==> src/rtl/mem_access_unit_pkg.sv <==
// Shared definitions for the memory access sequencer: funct3 codes, FSM
// encoding and the size/alignment helpers used at request acceptance.
package mem_pkg;

  localparam logic [2:0] F3_LB  = 3'b000;
  localparam logic [2:0] F3_LH  = 3'b001;
  localparam logic [2:0] F3_LW  = 3'b010;
  localparam logic [2:0] F3_LBU = 3'b100;
  localparam logic [2:0] F3_LHU = 3'b101;
  localparam logic [2:0] F3_SB  = 3'b000;
  localparam logic [2:0] F3_SH  = 3'b001;
  localparam logic [2:0] F3_SW  = 3'b010;

  localparam logic [31:0] IR_DEFAULT = 32'h00000013;

  typedef enum logic [1:0] {
    IDLE = 2'd0,
    BUS  = 2'd1,
    RESP = 2'd2
  } stateT;

  typedef enum logic [1:0] {
    SZ_BYTE = 2'd0,
    SZ_HALF = 2'd1,
    SZ_WORD = 2'd2
  } accSizeT;

  // Unsupported funct3 encodings fall back to a full-word access.
  function automatic accSizeT accessSize(input logic isWrite, input logic [2:0] funct3);
    accSizeT size;
    size = SZ_WORD;
    if (isWrite) begin
      if (funct3 == F3_SB) size = SZ_BYTE;
      else if (funct3 == F3_SH) size = SZ_HALF;
    end else begin
      if (funct3 == F3_LB || funct3 == F3_LBU) size = SZ_BYTE;
      else if (funct3 == F3_LH || funct3 == F3_LHU) size = SZ_HALF;
    end
    return size;
  endfunction

  function automatic logic isMisaligned(input accSizeT size, input logic [1:0] addrLo);
    logic mis;
    case (size)
      SZ_BYTE: mis = 1'b0;
      SZ_HALF: mis = addrLo[0];
      default: mis = |addrLo;
    endcase
    return mis;
  endfunction

endpackage

==> src/rtl/mem_access_unit_load_store_align.sv <==
// Byte-lane steering: store byte enables and replicated write data, and
// load extraction with sign/zero extension from the read word.
module load_store_align
  import mem_pkg::*;
(
  input  logic [2:0]  iFunct3,
  input  logic [1:0]  iAddrLo,
  input  logic [31:0] iStoreData,
  input  logic [31:0] iRData,
  output logic [3:0]  oBe,
  output logic [31:0] oWData,
  output logic [31:0] oLoadData
);

  logic [7:0]  byteVal;
  logic [15:0] halfVal;

  always_comb begin
    oBe    = 4'b1111;
    oWData = iStoreData;
    case (iFunct3)
      F3_SB: begin
        oBe    = 4'b0001 << iAddrLo;
        oWData = {4{iStoreData[7:0]}};
      end
      F3_SH: begin
        oBe    = 4'b0011 << {iAddrLo[1], 1'b0};
        oWData = {2{iStoreData[15:0]}};
      end
      default: ;
    endcase
  end

  always_comb begin
    case (iAddrLo)
      2'd0:    byteVal = iRData[7:0];
      2'd1:    byteVal = iRData[15:8];
      2'd2:    byteVal = iRData[23:16];
      default: byteVal = iRData[31:24];
    endcase
    halfVal = iAddrLo[1] ? iRData[31:16] : iRData[15:0];
    case (iFunct3)
      F3_LB:   oLoadData = {{24{byteVal[7]}}, byteVal};
      F3_LBU:  oLoadData = {24'h0, byteVal};
      F3_LH:   oLoadData = {{16{halfVal[15]}}, halfVal};
      F3_LHU:  oLoadData = {16'h0, halfVal};
      default: oLoadData = iRData;
    endcase
  end

endmodule

==> src/rtl/mem_access_unit.sv <==
// Multicycle req/ack sequencer between the control FSM and the single-port
// memory; fills IR/MDR, checks alignment and times out stalled transactions.
module mem_access_unit
  import mem_pkg::*;
#(
  parameter int          MAX_WAIT = 255,
  parameter logic [31:0] IR_RESET = IR_DEFAULT
) (
  input  logic        iClk,
  input  logic        iRst,
  input  logic        iMemRead,
  input  logic        iMemWrite,
  input  logic        iLoudD,
  input  logic        iWriteIR,
  input  logic [2:0]  iFunct3,
  input  logic [31:0] iPC,
  input  logic [31:0] iALUOut,
  input  logic [31:0] iStoreData,
  output logic [31:0] oBusAddr,
  output logic [31:0] oBusWData,
  output logic [3:0]  oBusBE,
  output logic        oBusReq,
  output logic        oBusWe,
  input  logic        iBusAck,
  input  logic [31:0] iBusRData,
  output logic [31:0] oIR,
  output logic [31:0] oMDR,
  output logic        oBusy,
  output logic        oDone,
  output logic        oMisaligned,
  output logic        oBusErr
);

  localparam logic [7:0] WAIT_LAST = 8'(MAX_WAIT - 1);

  stateT       state;
  logic [7:0]  waitCnt;
  logic [1:0]  addrLoQ;
  logic [2:0]  f3Q;
  logic        weQ;
  logic        writeIrQ;

  logic        reqValid;
  logic [31:0] reqAddr;
  logic        reqMis;
  logic        inBus;
  logic [2:0]  alignF3;
  logic [1:0]  alignAddrLo;
  logic [3:0]  alignBe;
  logic [31:0] alignWData;
  logic [31:0] alignLoad;

  assign reqValid = iMemRead | iMemWrite;
  assign reqAddr  = iLoudD ? iALUOut : iPC;
  assign reqMis   = isMisaligned(iLoudD ? accessSize(iMemWrite, iFunct3) : SZ_WORD,
                                 reqAddr[1:0]);
  assign inBus    = (state == BUS);
  assign oBusy    = inBus;

  // One aligner serves both phases: request fields at acceptance, latched fields at ack.
  assign alignF3     = inBus ? f3Q : iFunct3;
  assign alignAddrLo = inBus ? addrLoQ : reqAddr[1:0];

  load_store_align uAlign (
    .iFunct3    (alignF3),
    .iAddrLo    (alignAddrLo),
    .iStoreData (iStoreData),
    .iRData     (iBusRData),
    .oBe        (alignBe),
    .oWData     (alignWData),
    .oLoadData  (alignLoad)
  );

  always_ff @(posedge iClk) begin
    if (iRst) begin
      state       <= IDLE;
      waitCnt     <= '0;
      addrLoQ     <= '0;
      f3Q         <= '0;
      weQ         <= 1'b0;
      writeIrQ    <= 1'b0;
      oBusAddr    <= '0;
      oBusWData   <= '0;
      oBusBE      <= '0;
      oBusReq     <= 1'b0;
      oBusWe      <= 1'b0;
      oIR         <= IR_RESET;
      oMDR        <= '0;
      oDone       <= 1'b0;
      oMisaligned <= 1'b0;
      oBusErr     <= 1'b0;
    end else begin
      oDone       <= 1'b0;
      oMisaligned <= 1'b0;
      oBusErr     <= 1'b0;
      case (state)
        BUS: begin
          if (iBusAck) begin
            if (!weQ) begin
              if (writeIrQ) oIR <= iBusRData;
              else          oMDR <= alignLoad;
            end
            oBusReq <= 1'b0;
            oBusWe  <= 1'b0;
            oDone   <= 1'b1;
            state   <= RESP;
          end else if (waitCnt == WAIT_LAST) begin
            oBusReq <= 1'b0;
            oBusWe  <= 1'b0;
            oBusErr <= 1'b1;
            oDone   <= 1'b1;
            state   <= RESP;
          end else begin
            waitCnt <= waitCnt + 8'd1;
          end
        end
        default: begin
          state <= IDLE;
          if (reqValid) begin
            addrLoQ  <= reqAddr[1:0];
            f3Q      <= iFunct3;
            weQ      <= iMemWrite;
            writeIrQ <= iWriteIR;
            if (reqMis) begin
              oDone       <= 1'b1;
              oMisaligned <= 1'b1;
              state       <= RESP;
            end else begin
              oBusReq   <= 1'b1;
              oBusWe    <= iMemWrite;
              oBusAddr  <= {reqAddr[31:2], 2'b00};
              oBusBE    <= iMemWrite ? alignBe : 4'b1111;
              oBusWData <= alignWData;
              waitCnt   <= '0;
              state     <= BUS;
            end
          end
        end
      endcase
    end
  end

endmodule

==> config.mk <==
export PLATFORM = sky130hd
export DESIGN_NAME = mem_access_unit
export DESIGN_NICKNAME = d
export VERILOG_FILES = /design/src/rtl/mem_access_unit_pkg.sv /design/src/rtl/mem_access_unit_load_store_align.sv /design/src/rtl/mem_access_unit.sv
export SDC_FILE = /design/constraint.sdc
export NUM_CORES = 1
export LEC_CHECK = 0
export ABC_CLOCK_PERIOD_IN_PS = 6300
export CAP_MARGIN = 15
export CORE_UTILIZATION = 35
export DETAILED_ROUTE_END_ITERATION = 16
export GPL_TIMING_DRIVEN = 0
export PLACE_DENSITY = 0.78
export SETUP_SLACK_MARGIN = 0.2
export SLEW_MARGIN = 20
export SYNTH_ARGS = -nofsm -noshare
export SYNTH_HDL_FRONTEND = slang
export SYNTH_HIERARCHICAL = 1
export SYNTH_SLANG_ARGS = --single-unit
==> constraint.sdc <==
create_clock -name iClk -period 6.3 [get_ports iClk]
set_input_delay 1.89 -clock iClk [delete_from_list [all_inputs] [get_ports iClk]]
set_output_delay 1.89 -clock iClk [all_outputs]
set_load 0.03 [all_outputs]
### Cell classes on the final placement, run 1

Fill, decap, tap and diode cells in gray.
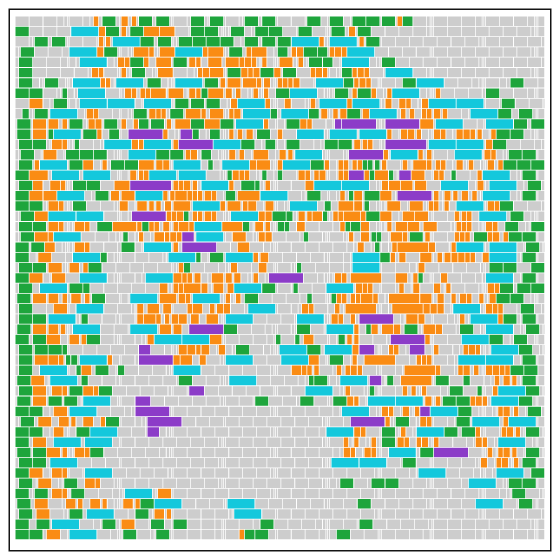
clock drivers and dummy loads -> purple  # cells 32
flops -> cyan  # cells 152
other buffers and delay cells -> green  # cells 348
all other logic -> orange  # cells 626
fin area: 10620 µm²
num rows: 51

### Wiring by layer, run 1

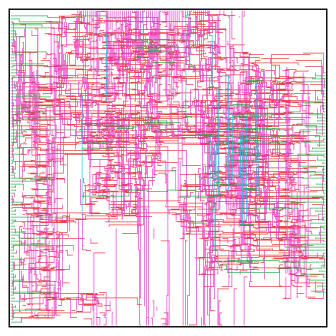
met3 -> green  # wire length 2490 µm
met4 -> cyan  # wire length 969 µm
met1 -> red  # wire length 9850 µm
met2 -> magenta  # wire length 12000 µm
DR WL/cell: 17.79 µm
GRT Total Usage: 0.2455
routed vias: 7298
Routed WL: 25.32 mm

==> impl_metrics.csv, run 1 <==
group,metric,value,unit
final_timing,tns,0,ps
final_timing,hold_viol_final,0,
critical_path,r2r-start,"state[1]",
clock_tree,clkTransAtPathRegs,70,ps
floorplanning,chip_area,20470,µm²
placement,globalplace.congestion,0.9594,
placement,place_hpwl,19.59,mm
hold_path,hold_class,"reg -> reg",
layout,n_antenna_cell,0,
final_timing,final.min_clock_period,4396,ps
floorplanning,die_y,143.1,µm
synth,postSynthSeqShare,0.4369,
synth,ys_top_logic_family,"simple AND/OR/NAND/NOR gates",
critical_path,start_kind,"input port",
final_timing,setup_ws,1904,ps
floorplanning,die_w,143.1,µm
pwr,combPwrFrac,0.229,
global_route,top_usage_layer,"met2",
global_route,grt_pass1_vias,6785,
clock_tree,htree_levels,4,
synth,yosysWarnings,6,
hold_path,worstHoldStart,"oIR[8]",
synth,synthesis.instances,854,
layout,largest_class,"multi-input combinational cells",
global_route,overflow,0,
synth,topCellsByArea,"dfxtp_1 44%, nand2_1 12%, a21oi_1 8.7%",
pwr,maxPowerGroup,"clock",
clock_tree,cts_hold_repair.buffers,0,
pwr,p_seq,1.04,mW
placement,dp_cells,1391,
final_timing,setup_viol,0,
critical_path,crit_required,6650,ps
layout,final_common_cell,"clkdlybuf4s50_1",
synth,top_area_cell,"dfxtp_1",
synth,avgSynthCellArea,8.156,µm²
status,status,"complete, no violations",
pwr,finalPower,2.719,mW
layout,sh_comb_area,0.3286,
job,warning_count,27,
synth,ys_cells,854,
synth,synthTopCellsByCount,"229 x nand2_1, 152 x dfxtp_1, 121 x a21oi_1, 67 x nor2_1, 39 x mux2i_1",
synth,synthXorXnorAreaFrac,0.006287,
global_route,met1_usage,0.2891,
final_timing,fmax,227.5,MHz
clock_tree,cts.sinks,152,
final_timing,drv_slew,0,
synth,ys_sh_aoi,0.1802,
pwr,power.density,256.0,nW/µm²
layout,seq_cell_count,152,
layout,inv_count,13,
final_timing,relSlewSlack,0.5111,
layout,comb_cells,613,
route,drt-vias-per-instance,5.129,
layout,layout_top_cells,"271 x clkdlybuf4s50_1, 229 x nand2_1, 152 x dfxtp_1",
pwr,p_int,1.890,mW
global_route,use_met3,0.06304,
layout,combGateArea,3490,µm²
layout,top_regs,"oBusWData: 32 flops, oIR: 32 flops, oMDR: 32 flops",
pwr,clock_power,1.06,mW
synth,mux_share,0.1114,
final_timing,fin_crit_sh,0.6978,
final_timing,worst_pin_slew,733.4,ps
layout,nClkBuffers,17,
placement,dp_slack,1701,ps
synth,async_flop_share,0,
layout,clkCellAreaFrac,0.05714,
synth,ys_sh_simple,0.1985,
clock_tree,clk_path_buf_depth,2,
critical_path,reg2reg_slack,3080,ps
placement,io_buffers,271,
pwr,power_leakage,3.915,nW
clock_tree,numCtsBuffers,17,
synth,edf_count,0,
hold_path,holdPathEnd,"oIR[8]",
synth,top_cell_area_share,0.4369,
route,routedLengthMet1,9.853,mm
final_timing,fin_hold_ws,452.8,ps
synth,top_cell,"nand2_1",
synth,synthAdderAreaFrac,0.003593,
route,route.met3.wl,2.485,mm
global_route,met2_usage,0.4128,
job,drv_cap,0,
hold_path,min_delay_path_depth,2,
synth,ys.flop_type,"dfxtp_1",
layout,drive_gt1_frac,0.09154,
route,topRoutingLayerUsed,"met4",
clock_tree,insertion_delay,430,ps
synth,ys_types,55,
synth,synth.cell_area,6965,µm²
layout,regArea,3043,µm²
global_route,grt_max_degree,17,
clock_tree,postCtsSetupRepairBufs,0,
critical_path,worstPathMaxFanout,10,
layout,buf_share,0.2919,
route,drt_iter0_markers,641,
pwr,swShare,0.3050,
route,first_pass_iters,6,
final_timing,rsz0062_at_grt,"no",
global_route,antenna_found_initial,0,
pwr,p_clk_frac,0.389,
critical_path,worstRegToRegCells,11,
placement,dpl-instance-area,10010,µm²
synth,synth-area-yosys,6965,µm²
route,met2WireLength,12.01,mm
floorplanning,core,19460,µm²
layout,area_delta_synth_final,52.47,%
final_timing,clock_skew,10.61,ps
synth,synth-seq-cells,152,
route,drc,0,
route,drtAntennaViolNets,0,
critical_path,critPathCaptureType,"register",
layout,nNonClkBuffers,348,
clock_tree,clockRootBuffer,"clkbuf_16",
pwr,max-vdd-ir-drop,0.1910,mV
floorplanning,taps,265,
floorplanning,fp_util,0.3579,
layout,nets,1285,
critical_path,criticalPathCategory,"in -> reg",
pwr,switching_power,0.8293,mW
critical_path,r2r_end,"oMDR[0]",
clock_tree,cts_tree,"yes",
pwr,pg_comb,0.623,mW
global_route,grt_pass1_wl,37.46,mm
pwr,pwr-share-seq,0.382,
floorplanning,pin_count,276,
clock_tree,cts_resized,0,
critical_path,cp_data_arrival_time,4750,ps
### Placed standard cells, run 1

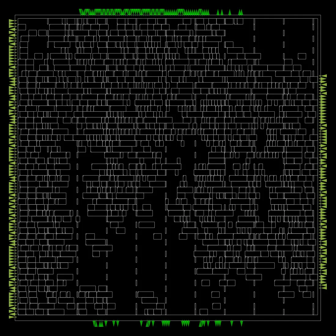
fraction of area in registers: 0.2865
Util after Layout: 0.5457
layout filler cell count: 1792
final std cells w/o fill: 1423

[run 1: worst max-delay path by stage]
stage,from,to,slack (ps),cells after the start
floorplan,iLoudD,oMDR[10],2490,9
detailed placement,iPC[1],oMDR[1],1700,10
CTS,iPC[1],oMDR[0],2130,10
global route,iPC[1],oMDR[0],1870,10
global placement,iPC[1],oMDR[1],1730,10
finish,iPC[1],oMDR[0],1900,10
[run 1: worst max-delay path: stages]
cell,delay [ps]
clkdlybuf4s50_1,470
mux2i_1,130
a21oi_1,520
buf_4,310
nand2b_1,130
clkbuf_1,330
a21oi_1,120
a311oi_1,560
nand2_1,120
a21oi_1,170
### Clock wires, drivers and flops, run 1

Bar = 50 µm.
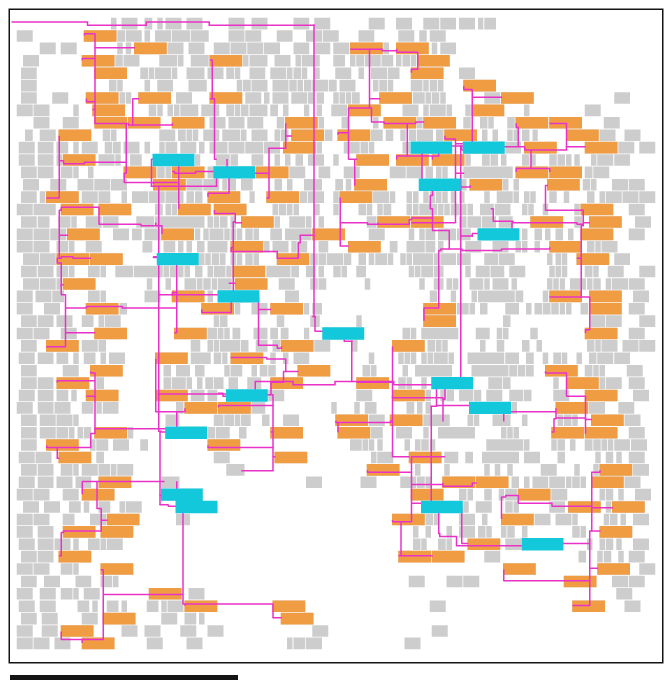

==> inputs of run 2 (changes only) <==
- ABC_CLOCK_PERIOD_IN_PS: 6300 -> 4000
- PLACE_DENSITY: 0.78 -> 0.8
- clock period: 6.3 -> 4 ns (I/O delays scaled with it)
### Clock wires, drivers and flops, run 2

Bar = 50 µm.
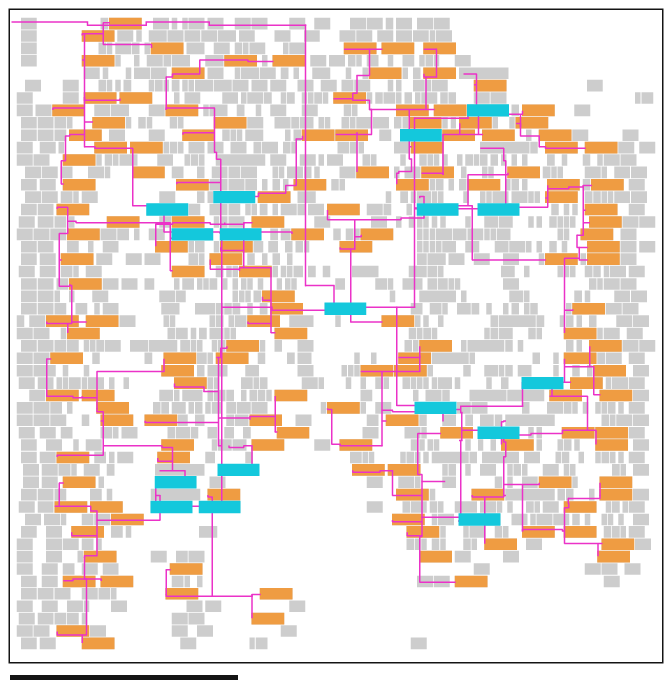
clock wires -> magenta  # length 1930 µm
cells driving clock nets -> cyan  # count 17
flip-flops -> orange  # count 152
flops lie = widely spread
routed clock nets = 18
worst clock skew: 5.278 ps
Clock Power Share: 0.422
worst skew pair latency: 420 ps
clock group total power: 1.91 mW

### Pin map, run 2

Pins as bars across the die edge, other pins in gray.
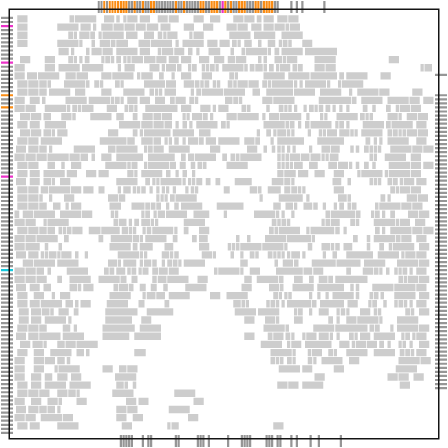
iMemRead -> cyan  # pins 1, direction input, edge left
oBusBE -> magenta  # pins 4, direction output, edge 3 left, 1 top
oBusWData -> orange  # pins 32, direction output, edge 30 top, 2 left
all pins by edge = 103 left, 74 right, 70 top, 29 bottom
die width: 143.1 µm
Die Ht: 143.1 µm
input/output buffers: 271

==> run 2 against run 1 <==
Critical path depth is the same. Clock power grew about 80%. Die size is the same. Area after synthesis is the same. Power grew 66%. Sequential share of layout area shrank 0.24 points. Synthesized cell count is the same. Non-clock buffer count is the same. Combinational power grew 57%. Count of clock-buffer cells in the layout grew 1. Sequential power grew 57%. Critical endpoint is now oMDR[1].
==> impl_metrics.csv, run 2 <==
group,metric,value,unit
layout,regArea,3043,µm²
synth,top_area_cell,"dfxtp_1",
global_route,top_usage_layer,"met2",
floorplanning,fp_util,0.3579,
floorplanning,pin_count,276,
clock_tree,cts_tree,"yes",
synth,ys_sh_aoi,0.1802,
final_timing,relSlewSlack,0.4973,
route,drt-vias-per-instance,5.098,
synth,ys_sh_simple,0.1985,
synth,async_flop_share,0,
layout,nFillCells,1786,
final_timing,fin_hold_ws,453.1,ps
clock_tree,clk_path_buf_depth,2,
pwr,power_leakage,3.954,nW
final_timing,fin_crit_sh,0.9161,
clock_tree,clockRootBuffer,"clkbuf_16",
clock_tree,cts_hold_repair.buffers,0,
route,route.met3.wl,2.083,mm
clock_tree,htree_levels,4,
synth,ys.flop_type,"dfxtp_1",
route,met2WireLength,12.14,mm
hold_path,min_delay_path_depth,2,
global_route,met1_usage,0.2913,
critical_path,r2r_end,"oMDR[1]",
synth,topCellsByArea,"dfxtp_1 44%, nand2_1 12%, a21oi_1 8.7%",
critical_path,worstRegToRegCells,11,
synth,synth-area-yosys,6965,µm²
global_route,met2_usage,0.4221,
placement,dp_cells,1391,
pwr,swShare,0.2766,
layout,drive_gt1_frac,0.09067,
global_route,overflow,0,
global_route,grt_pass1_vias,6863,
clock_tree,postCtsSetupRepairBufs,0,
pwr,maxPowerGroup,"clock",
critical_path,cp_data_arrival_time,4010,ps
global_route,use_met3,0.05969,
synth,synthAdderAreaFrac,0.003593,
hold_path,hold_class,"reg -> reg",
clock_tree,cts_resized,0,
pwr,switching_power,1.251,mW
pwr,power.density,422.2,nW/µm²
synth,synthXorXnorAreaFrac,0.006287,
synth,mux_share,0.1114,
synth,synthTopCellsByCount,"229 x nand2_1, 152 x dfxtp_1, 121 x a21oi_1, 67 x nor2_1, 39 x mux2i_1",
critical_path,endpoint,"oMDR[1]",
route,drtAntennaViolNets,0,
status,status,"complete, no violations",
route,drt_iter0_markers,451,
critical_path,criticalPathCategory,"in -> reg",
clock_tree,clkTransAtPathRegs,60,ps
route,topRoutingLayerUsed,"met4",
pwr,p_int,3.272,mW
pwr,pwr-share-seq,0.361,
layout,layout_top_cells,"271 x clkdlybuf4s50_1, 229 x nand2_1, 152 x dfxtp_1",
critical_path,r2r-start,"state[1]",
route,first_pass_iters,8,
layout,n_antenna_cell,0,
final_timing,setup_ws,335.5,ps
layout,final_common_cell,"clkdlybuf4s50_1",
critical_path,critPathCaptureType,"register",
synth,synth-seq-cells,152,
route,drc,0,
clock_tree,numCtsBuffers,17,
placement,dp_slack,43.52,ps
synth,postSynthSeqShare,0.4369,
final_timing,hold_viol_final,0,
job,warning_count,27,
placement,globalplace.congestion,0.9376,
pwr,combPwrFrac,0.217,
### Cell classes on the final placement, run 2

Fill, decap, tap and diode cells in gray.
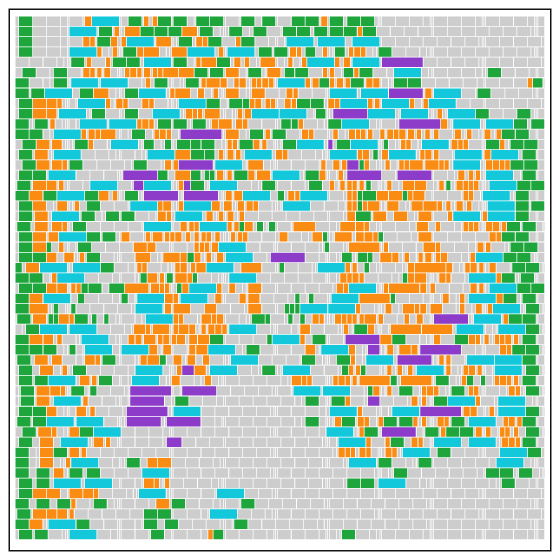
flops -> cyan  # cells 152
other buffers and delay cells -> green  # cells 348
clock drivers and dummy loads -> purple  # cells 32
all other logic -> orange  # cells 626
fraction of area in registers: 0.2841
fin area: 10710 µm²
Core Area: 19460 µm²
Util after Layout: 0.5504

[run 2: cell count changes in the layout (fill, tap and decap cells not counted), sizes merged]
cell / change
inv: -6
bufinv: +5
clkbuf: +1
[run 2: area by class of cell]
| cell class | instances | area share |
|---|---|---|
| well taps | 265 | 0.03095 |
| clock inverters | 14 | 0.02511 |
| plain buffers | 77 | 0.03621 |
| clock buffers | 18 | 0.04007 |
| multi-input cells | 613 | 0.3258 |
| repair buffers | 271 | 0.2532 |
| inverters | 13 | 0.004556 |
| flip-flops and latches | 152 | 0.2841 |
[run 2: worst max-delay path, stage by stage]
cell and delay (ps):
clkdlybuf4s50_1 500, mux2i_1 150, a21oi_1 470, buf_4 300
nand2b_1 130, clkbuf_1 340, a21oi_1 130, a311oi_1 510
nand2_1 120, a21oi_1 150
### Placed standard cells, run 2

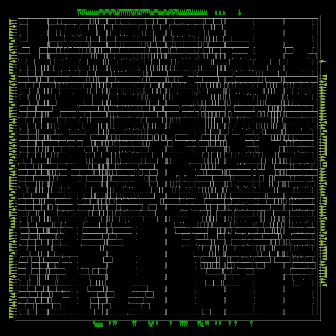

==> inputs of run 3 (changes only) <==
- RECOVER_POWER: unset -> 50
### Placed standard cells, run 3

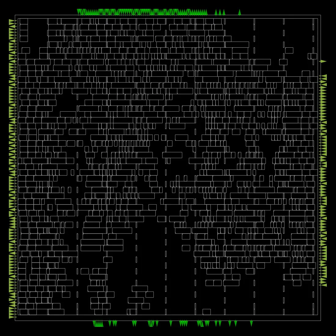
fraction of area in registers: 0.2848
Util after Layout: 0.5490
layout filler cell count: 1796

### Cell classes on the final placement, run 3

Fill, decap, tap and diode cells in gray.
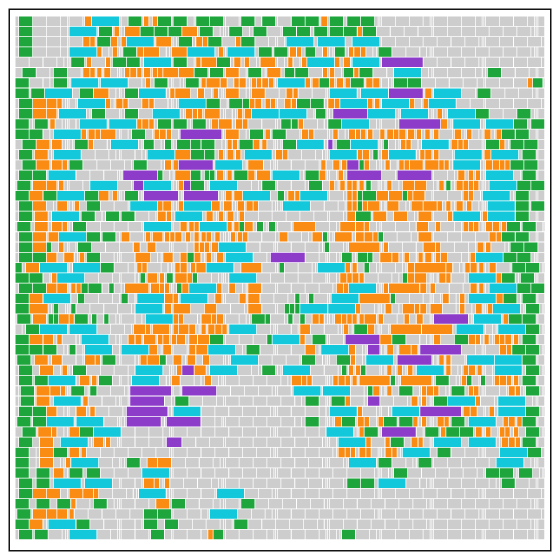
other buffers and delay cells -> green  # cells 348
all other logic -> orange  # cells 626
flops -> cyan  # cells 152
clock drivers and dummy loads -> purple  # cells 32
fin area: 10690 µm²

==> run 3 against run 2 <==
Count of clock-buffer cells in the layout stayed put. First-iteration DRC count is 15% higher. Maximum frequency increased by 0.56%. Sequential power hardly changed. Via count hardly changed. Global-route usage is the same. Critical endpoint is now oMDR[0]. Largest cell class unchanged. Largest power group unchanged.
==> impl_metrics.csv, run 3 <==
group,metric,value,unit
pwr,p_clk_frac,0.425,
placement,place_hpwl,19.52,mm
layout,buf_share,0.2886,
layout,clkCellAreaFrac,0.06534,
critical_path,critPathCaptureType,"register",
route,routedLengthMet1,10.08,mm
layout,layout_top_cells,"229 x nand2_1, 175 x clkdlybuf4s50_1, 152 x dfxtp_1",
global_route,met2_usage,0.4221,
clock_tree,cts_resized,0,
pwr,p_seq,1.63,mW
layout,drive_gt1_frac,0.08377,
pwr,power.density,421.2,nW/µm²
final_timing,worst_pin_slew,875.9,ps
synth,postSynthSeqShare,0.4369,
route,drt_wl_total,25.20,mm
final_timing,tns,0,ps
critical_path,worstPathMaxFanout,10,
synth,synthTopCellsByCount,"229 x nand2_1, 152 x dfxtp_1, 121 x a21oi_1, 67 x nor2_1, 39 x mux2i_1",
synth,yosysWarnings,6,
final_timing,drv_slew,0,
global_route,met1_usage,0.2913,
status,status,"complete, no violations",
critical_path,criticalPathCategory,"in -> reg",
layout,sh_comb_area,0.3256,
critical_path,cpMostUsedCell,"a21oi_1",
placement,globalplace.congestion,0.9376,
clock_tree,clk_path_buf_depth,2,
floorplanning,chip_area,20470,µm²
route,drtAntennaViolNets,0,
layout,seq_cell_count,152,
floorplanning,fp_util,0.3579,
final_timing,clock_skew,5.064,ps
layout,n_antenna_cell,0,
synth,synth.cell_area,6965,µm²
pwr,clock_power,1.91,mW
final_timing,final.min_clock_period,3644,ps
global_route,grt_max_degree,17,
layout,top_regs,"oBusWData: 32 flops, oIR: 32 flops, oMDR: 32 flops",
floorplanning,rows,51,
layout,nClkBuffers,18,
pwr,combPwrFrac,0.213,
placement,io_buffers,271,
critical_path,cp_data_arrival_time,3990,ps
hold_path,hold_class,"reg -> reg",
placement,dp_cells,1391,
synth,synth-seq-cells,152,
global_route,grt_pass1_wl,37.62,mm
layout,area_delta_synth_final,53.40,%
global_route,use_met3,0.05969,
pwr,swShare,0.2778,
synth,synthXorXnorAreaFrac,0.006287,
route,met2WireLength,12.12,mm
global_route,antenna_found_initial,0,
pwr,switching_power,1.250,mW
clock_tree,clkTransAtPathRegs,60,ps
synth,synth-area-yosys,6965,µm²
layout,regArea,3043,µm²
route,first_pass_iters,7,
synth,ys_top_logic_family,"simple AND/OR/NAND/NOR gates",
critical_path,crit_buf_inv,3,
final_timing,fmax,274.4,MHz
job,warning_count,27,
pwr,maxPowerGroup,"clock",
global_route,overflow,0,
final_timing,setup_viol,0,
clock_tree,postCtsSetupRepairBufs,0,
global_route,track_usage,0.2450,
synth,edf_count,0,
layout,combGateArea,3480,µm²
layout,final_common_cell,"nand2_1",
pwr,power_leakage,4.208,nW
synth,ys_sh_simple,0.1985,
synth,avgSynthCellArea,8.156,µm²
floorplanning,core,19460,µm²
clock_tree,cts.sinks,152,
route,drt-vias-per-instance,5.101,
synth,ys_sh_aoi,0.1802,
critical_path,crit_required,4340,ps
critical_path,cp_cell_sequence,"clkdlybuf4s50_1 -> mux2i_1 -> a21oi_1 -> buf_4 -> nand2b_1 -> clkbuf_1 -> a21oi_1 -> a311oi_1 -> nand2_1 -> a21oi_1",
critical_path,start_kind,"input port",
route,vias,7259,
job,drv_cap,0,
synth,async_flop_share,0,
floorplanning,die_y,143.1,µm
route,route.met3.wl,2.249,mm
final_timing,relSlewSlack,0.4135,
route,drt_iter0_markers,520,
floorplanning,taps,265,
global_route,grt_pass1_vias,6863,
synth,ys_types,55,
layout,nets,1285,
final_timing,rsz0062_at_grt,"no",
final_timing,hold_viol_final,0,
route,drc,0,
pwr,max-vdd-ir-drop,0.2930,mV
critical_path,crit_path_top_delay_cell,"a311oi_1",
layout,largest_class,"multi-input combinational cells",
clock_tree,clockRootBuffer,"clkbuf_16",
clock_tree,cts_hold_repair.buffers,0,
critical_path,slowest_delay,540,ps
pwr,p_int,3.251,mW
pwr,pg_comb,0.959,mW
pwr,finalPower,4.501,mW
final_timing,fin_hold_ws,449.9,ps
critical_path,path_delay_family,"AND-OR/OR-AND gates",
route,topRoutingLayerUsed,"met4",
synth,topCellsByArea,"dfxtp_1 44%, nand2_1 12%, a21oi_1 8.7%",
synth,top_area_cell,"dfxtp_1",
synth,synthAdderAreaFrac,0.003593,
synth,mux_share,0.1114,
synth,ys.flop_type,"dfxtp_1",
synth,ys_cells,854,
global_route,top_usage_layer,"met2",
clock_tree,htree_levels,4,
layout,inv_count,13,
clock_tree,insertion_delay,420,ps
route,wl_per_cell,17.71,µm
floorplanning,die_w,143.1,µm
layout,instances_no_fill,1423,
floorplanning,pin_count,276,
synth,top_cell_area_share,0.4369,
clock_tree,numCtsBuffers,17,
final_timing,fin_crit_sh,0.9110,
synth,top_cell,"nand2_1",
### Clock wires, drivers and flops, run 3

Bar = 50 µm.
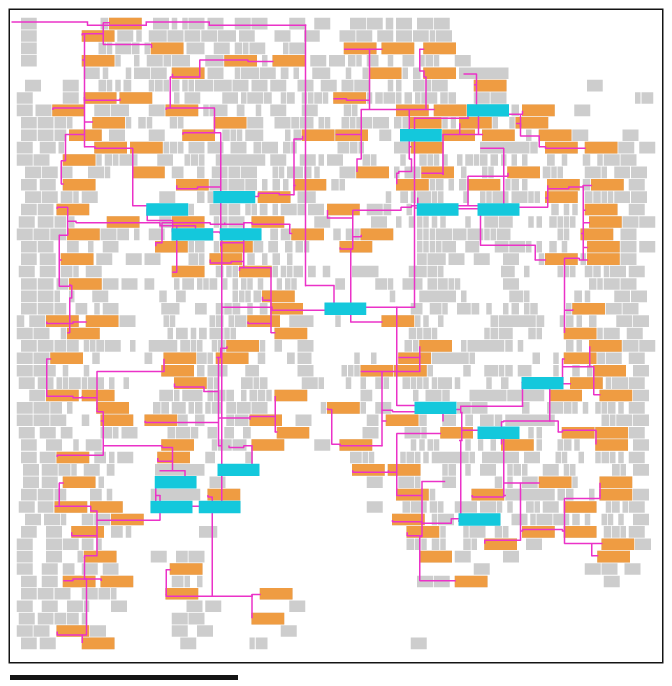
cells driving clock nets -> cyan  # count 17
flip-flops -> orange  # count 152
clock wires -> magenta  # length 1930 µm
flops lie = widely spread
routed clock nets = 18

run 3: final timing paths:
kind	slack, ps	depth (start not counted)	to	from
max	360	10	oMDR[0]	iPC[1]
min reg2reg	450	2	oIR[7]	oIR[7]
min	450	2	oIR[7]	oIR[7]
max reg2reg	940	11	oMDR[0]	state[1]
run 3: worst min-delay path, delay by kind of cell (launching register included):
kind / cells / cell delay, ps
DFF: 1 / 300
AOI/OAI and AO/OA: 1 / 50
and+or+nand+nor: 1 / 50
run 3: metrics by stage:
step / instance area (µm²) / setup WS [ps]
after detailed placement: 10010 / 43.52
after global routing: 10690 / 280.0
after CTS: 10710 / 474.4
after global placement: 10010 / 49.93
final: 10690 / 356.0
after floorplan: 6969 / 881.1
Power figures rest on the tool's default switching activity, not on a simulated workload.
